met1.png
Bar = 50 µm.
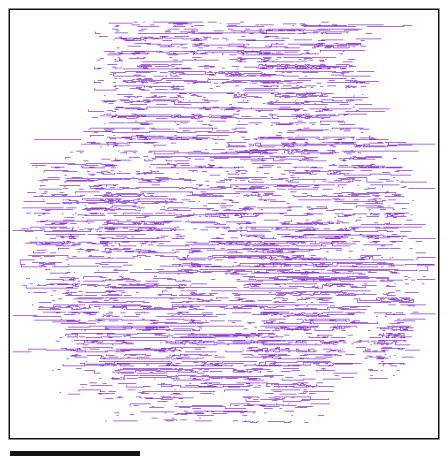
met2.png
Bar = 50 µm.
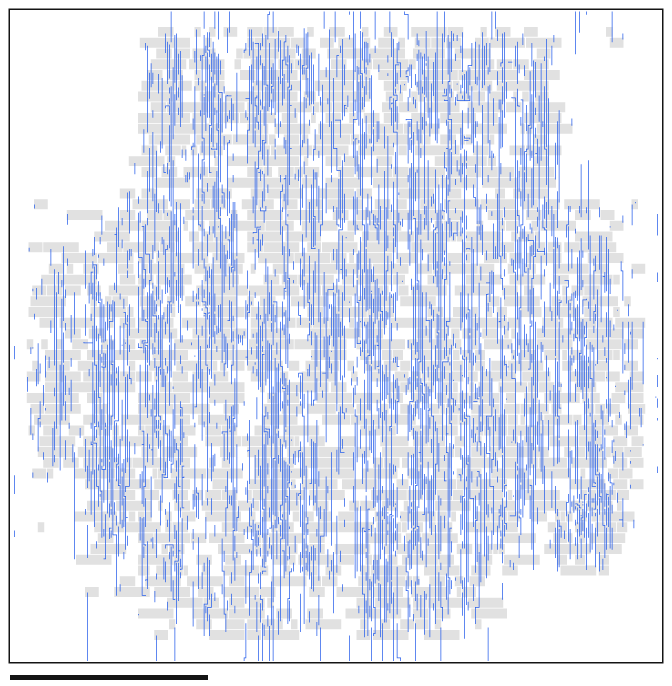
**src/rtl/apb_reg_bank.sv**
```systemverilog
// apb_reg_bank: APB slave exposing NUM word registers of DW bits.
// A two-state FSM (IDLE/ACCESS) inserts WAIT_CYCLES wait states per transfer.
// Illegal addresses (index >= NUM or unaligned) complete with PSLVERR and
// never modify state.
// Optional feature: define APB_REG_BANK_PSTRB_EN to add the PSTRB port and
// byte-lane write masking. When it is undefined, every write updates the full word.
module apb_reg_bank #(
  parameter int             DW          = 32,
  parameter int             AW          = 16,
  parameter int             NUM         = 8,
  parameter int             WAIT_CYCLES = 0,
  parameter logic [DW-1:0]  RESET_VAL   = '0
) (
  input  logic              PCLK,
  input  logic              PRESETn,
  input  logic              PSEL,
  input  logic              PENABLE,
  input  logic              PWRITE,
  input  logic [AW-1:0]     PADDR,
  input  logic [DW-1:0]     PWDATA,
`ifdef APB_REG_BANK_PSTRB_EN
  input  logic [DW/8-1:0]   PSTRB,
`endif
  output logic [DW-1:0]     PRDATA,
  output logic              PREADY,
  output logic              PSLVERR
);

  localparam int IW = AW - 2;

  typedef enum logic {IDLE, ACCESS} state_t;

  state_t        state;
  logic [3:0]    wait_cnt;
  logic [DW-1:0] regs [NUM];
  logic [IW-1:0] idx;
  logic          legal;
  logic          complete;
  logic [DW-1:0] rd_word;
  logic [DW-1:0] wmask;

  // The index is widened by one bit so that NUM == 2^IW still compares correctly.
  assign idx      = PADDR[AW-1:2];
  assign legal    = (PADDR[1:0] == 2'b00) && ({1'b0, idx} < (IW+1)'(NUM));
  assign PREADY   = (state == ACCESS) && (wait_cnt == 4'd0);
  assign complete = PSEL && PENABLE && PREADY;
  assign PSLVERR  = PREADY && !legal;
  assign PRDATA   = (PREADY && !PWRITE && legal) ? rd_word : '0;

  // Transfer sequencing: load wait states on setup, count down, then complete or abort.
  always_ff @(posedge PCLK or negedge PRESETn) begin
    if (!PRESETn) begin
      state    <= IDLE;
      wait_cnt <= 4'd0;
    end else begin
      case (state)
        IDLE: begin
          if (PSEL && !PENABLE) begin
            state    <= ACCESS;
            wait_cnt <= 4'(WAIT_CYCLES);
          end
        end
        ACCESS: begin
          if (!PSEL) begin
            state    <= IDLE;
            wait_cnt <= 4'd0;
          end else if (PENABLE) begin
            if (wait_cnt != 4'd0) begin
              wait_cnt <= wait_cnt - 4'd1;
            end else begin
              state <= IDLE;
            end
          end
        end
        default: begin
          state    <= IDLE;
          wait_cnt <= 4'd0;
        end
      endcase
    end
  end

  // Byte-lane mask applied to writes. It is all ones unless strobes are enabled.
  always_comb begin
    wmask = '1;
`ifdef APB_REG_BANK_PSTRB_EN
    for (int b = 0; b < DW/8; b++) begin
      wmask[b*8 +: 8] = {8{PSTRB[b]}};
    end
`endif
  end

  // Register storage: commit a legal write on the completing edge only.
  always_ff @(posedge PCLK or negedge PRESETn) begin
    if (!PRESETn) begin
      for (int i = 0; i < NUM; i++) begin
        regs[i] <= RESET_VAL;
      end
    end else if (complete && PWRITE && legal) begin
      for (int i = 0; i < NUM; i++) begin
        if (idx == IW'(i)) begin
          regs[i] <= (regs[i] & ~wmask) | (PWDATA & wmask);
        end
      end
    end
  end

  // Read mux selects the addressed register. Out-of-range indices return zero.
  always_comb begin
    rd_word = '0;
    for (int i = 0; i < NUM; i++) begin
      if (idx == IW'(i)) begin
        rd_word = regs[i];
      end
    end
  end

endmodule

```
**config.mk**
```make
export PLATFORM = sky130hd
export DESIGN_NAME = apb_reg_bank
export DESIGN_NICKNAME = d
export VERILOG_FILES = /design/src/rtl/apb_reg_bank.sv
export SDC_FILE = /design/constraint.sdc
export NUM_CORES = 1
export LEC_CHECK = 0
export ABC_AREA = 0
export CORE_MARGIN = 4
export CORE_UTILIZATION = 50
export CTS_CLUSTER_DIAMETER = 150
export DETAILED_ROUTE_END_ITERATION = 12
export GPL_ROUTABILITY_DRIVEN = 1
export PLACE_DENSITY = 0.72
export RECOVER_POWER = 100
export SLEW_MARGIN = 20
export SYNTH_ARGS = -nofsm -noshare
export SYNTH_HDL_FRONTEND = slang
export SYNTH_SLANG_ARGS = --single-unit
```
**constraint.sdc**
```tcl
create_clock -name PCLK -period 2.7 [get_ports PCLK]
set_clock_uncertainty 0.2 [all_clocks]
set_input_delay 0.27 -clock PCLK [delete_from_list [all_inputs] [get_ports PCLK]]
set_output_delay 0.27 -clock PCLK [all_outputs]
set_load 0.01 [all_outputs]
```
==> results.txt <==
Final period util - 1.08
sum of routed wire length over all layers - 31400 µm
CLK BUF - 40
distinct lib cells - 40
maxcap violations - 1
fin worst setup slack - -0.216 ns
violated checks - max-capacitance violations, max-slew violations, negative setup slack
area of the multi-input gates - 5700 µm²
Core Region - 24200 µm²
Crit Reg-Reg Endpoint - regs[56]
result of the run - finished, violations left
pre-CTS worst setup slack - -0.671 ns
std cell rows - 57
top cells by area, synth - sky130_fd_sc_hd__dfrtp_1 53%, sky130_fd_sc_hd__mux2_2 26%, sky130_fd_sc_hd__o21ai_0 3.2%
Slew Limit Fails - 68
count of final setup violators - 32
residual antenna-violating net count after detailed routing - 0
P per Cell Area - 523 nW/µm²
overall via count from detail_route - 8723
sequential fraction of total cell area - 0.427
routed wl met3 - 1510 µm
Back to the opening pictures, met1.png:
nets with wire on the layer = 1099
wire length on this layer = 14200 µm
share of all routed wire = 45%

Back to the opening pictures, met2.png:
longest straight run = 52.4 µm
nets with wire on the layer = 1095

Power and IR drop assume default switching activity.
